Figure 1. Metal 1.
Bar = 20 µm. Supply wires on this layer in grey.
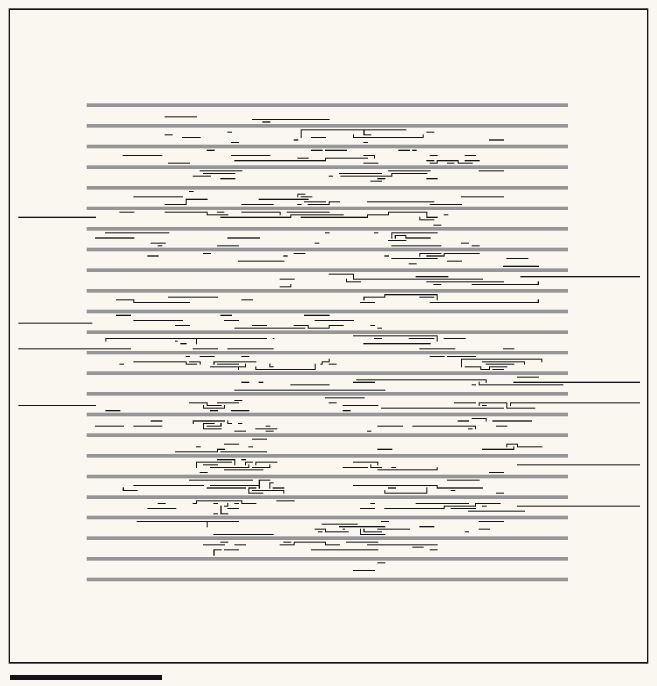
Figure 2. Met2 routing.
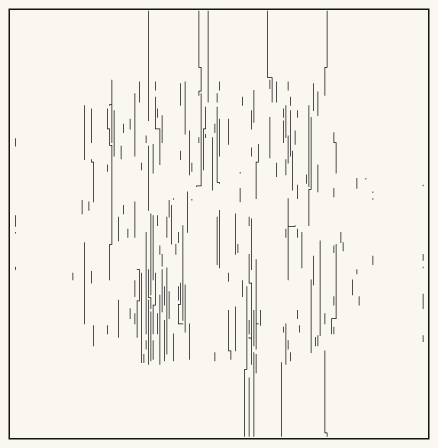
Figure 3. M3 wires.
Bar = 20 µm.
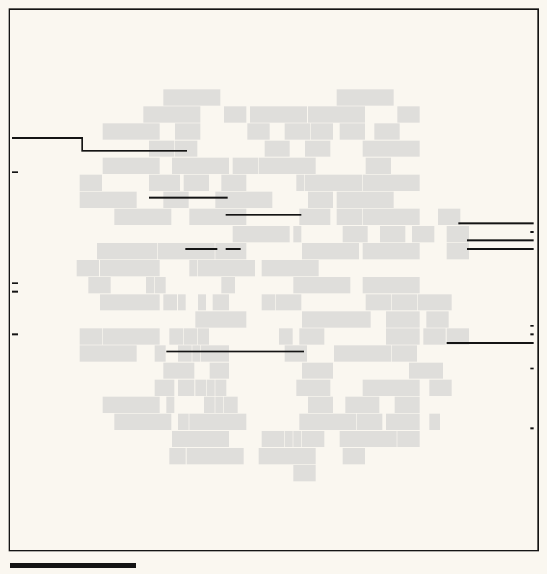
Figure 4. Clock wiring as the flow saved it.
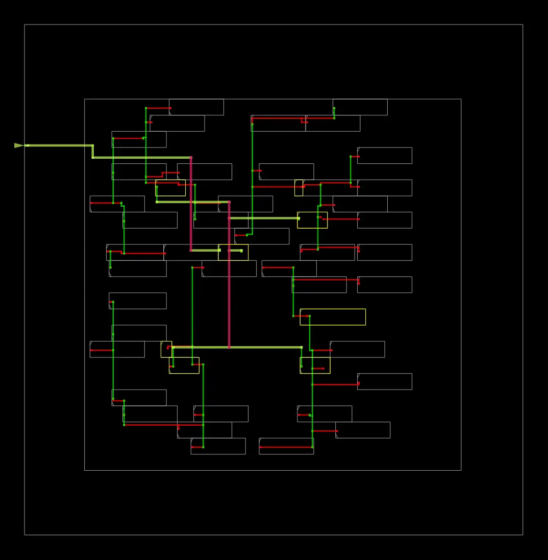
Figure 5. Gate families picked out.
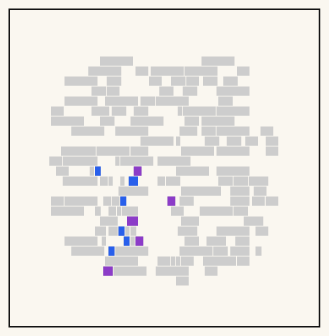
==> config.mk <==
export PLATFORM = sky130hd
export DESIGN_NAME = spi_slave
export DESIGN_NICKNAME = d
export VERILOG_FILES = /design/src/rtl/spi_slave.sv
export SDC_FILE = /design/constraint.sdc
export NUM_CORES = 1
export LEC_CHECK = 0
export CAP_MARGIN = 10
export CORE_AREA = 10 10 74 76
export DETAILED_ROUTE_END_ITERATION = 12
export DIE_AREA = 0 0 84 86
export GPL_TIMING_DRIVEN = 0
export MAX_ROUTING_LAYER = met4
export PLACE_DENSITY_LB_ADDON = 0.12
export SYNTH_ARGS = -nofsm -noshare
export SYNTH_HDL_FRONTEND = slang
export SYNTH_SLANG_ARGS = --single-unit
==> constraint.sdc <==
create_clock -name clk -period 2.08 [get_ports clk]
set_input_delay 0.208 -clock clk [delete_from_list [all_inputs] [get_ports clk]]
set_output_delay 0.208 -clock clk [all_outputs]
set_load 0.05 [all_outputs]
==> results.yml <==
# physical design summary
run_status:
  status: "finished clean"
global_routing:
  track_usage: 0.07981
  grt_pass1_vias: 932
  top_usage_layer: "met2"
  grt_antenna_before_repair: 0
  grt-ovfl-total: 0
  grt_max_degree: 42
  grt_pass1_wl_um: 4588
power:
  p_sw_mw: 0.4726
  p_comb_frac: 0.173
  p_leak_nw: 0.9105
  power.group.top: "sequential cells"
  power.share.clock: 0.308
  seq_power_mw: 1.04
  power.total_mw: 1.995
  comb_cell_power_mw: 0.345
  power_frac_seq: 0.519
  ir_drop_uv: 448.1
  p_int_mw: 1.523
setup_path:
  path_cells: "and2_1, clkdlybuf4s50_1"
  crit_fanout: 7
  slowest_stage: "clkdlybuf4s50_1"
  critPathMaxStageDelay_ps: 810
  cp_top_family: "buffers and inverters"
  critPathArrivalTime_ps: 1770
  crit_cells: 2
  cp-end-kind: "output port"
  crit_path_start_kind: "flip-flop"
  criticalPathCategory: "flip-flop to output port"
  crit_buf_inv: 1
  reg2reg_slack_ps: 620
  cp.required_ps: 1870
  reg2regPathDepth: 3
clock_tree:
  cts-hold-fix-buffers: 0
  htreeDepth: 2
  clk_pin_slew_worst_paths_ps: 80
  cts.repair.resized: 0
  cts_max_path_buffers: 2
  cts_tree: "built"
  cts_num_sinks: 41
  cts_setup_buffers: 0
  ctsRootBufferMaster: "clkbuf_8"
place:
  io_buffers: 23
  dp_cells: 178
  dp_hpwl_um: 1862
  pre_cts_slack_ps: 400.6
  placed_area_um2: 1899
  finalWeightedCongestion: 0.6944
finish:
  logic_area_um2: 559.3
  clock_area_frac: 0.05362
  nFillCells: 332
  largest_class: "registers"
  n_clock_buffer: 6
  layout_top_cells: "dfrtp_1, mux2_2, clkdlybuf4s50_1, mux2_4, nand2_1"
  fin_util: 0.5054
  sh_seq_area: 0.5131
  flop_area_um2: 1030
  area_growth_syn_to_layout_pct: 24.53
  n_all_buffers: 25
  nets: 149
  logic_gate_count: 60
  drive_above_1_share: 0.3162
  inverters: 2
  buffer_area_frac: 0.1197
  fin_area_um2: 2007
synth:
  synthArstFlopShare: 1.000
  synth-main-ff-cell: "dfrtp_1"
  synth_area_um2: 1612
  ys_seq_share: 0.6390
  ys_cells: 105
  ys_sh_simple: 0.06755
  syn_inst: 105
  largest_area_cell: "dfrtp_1"
  yosysWarnings: 0
  mux_share: 0.2461
  ys_types: 25
  ys_sh_adder: 0.007764
  xor_share: 0.005435
  yosysMostFrequentCell: "dfrtp_1"
  synth_flop_count: 41
  ys_sh_aoi: 0.02019
  yosys_area_um2: 1612
  edf_count: 0
  synth.top_cell.area_share: 0.5901
  synth.avg_cell_area_um2: 15.35
  fp_nets: 119
  yosys-top-cells-area: "dfrtp_1, mux2_2, mux2_4"
  yosys-dominant-comb-family: "multiplexers"
  yosys-top-cells-count: "dfrtp_1, mux2_2, mux2_4"
drt:
  wire_per_inst_um: 14.04
  routed_via_density: 4.737
  wl_met3_um: 131
  routed.top_layer: "met4"
  drt-initial-drc-count: 24
  ant_nets: 0
  drt-met1-wl_um: 1229
  met2WireLength_um: 1209
  dr.pass1.iters: 3
  drc_errors: 0
flow_run:
  warnings: 26
  drv_cap: 0
floorplanning:
  row_count: 23
  fp_util: 0.4058
  core_um2: 3971
  die_y_um: 86
  die_x_um: 84
  io_pins: 24
  die_area_um2: 7224
  taps: 50
final_timing:
  worst_slew_pin_slew_ps: 865.9
  period_needed_ps: 1976
  setup_ws_ps: 104.0
  fin_tns_setup_ps: 0
  timing.hold.ws_ps: 31.98
  period_used_share: 0.9500
  setup_violations: 0
  maxSlewViolCount: 0
  rsz0062_at_grt: "false"
  slew_headroom: 0.4227
  fmax_ghz: 0.5061
worst_hold_path:
  hold_class: "primary input to asynchronous set/reset pin"
Back to the opening pictures, Figure 1:
longest straight run	21.2 µm
nets with wire on the layer	140
wire length on this layer	1230 µm
Vias: 881
drt total wl: 2611 µm
met1 Use GR: 0.09611

Back to the opening pictures, Figure 2:
main direction	vertical
longest straight run	22.0 µm
nets with wire on the layer	131
wire length on this layer	1210 µm
share of all routed wire	46%
met2 GRT Util: 0.1164

Back to the opening pictures, Figure 3:
main direction	horizontal
wire length on this layer	132 µm
longest straight run	21.6 µm
M3 GR Usage: 0.03217

Back to the opening pictures, Figure 4:
FF+latch count: 41
Power Clock: 0.615 mW
Final Skew: 7.822 ps
CTS buffer count: 5
worst skew pair latency: 290 ps

Back to the opening pictures, Figure 5:
family	colour	cells
and/or cells	purple	5
aoi and oai cells	blue	6
Post-Layout Cell Count: 186
most numerous logic cell after layout: dfrtp_1
logic share of the area: 0.2787

Power and IR drop assume default switching activity.
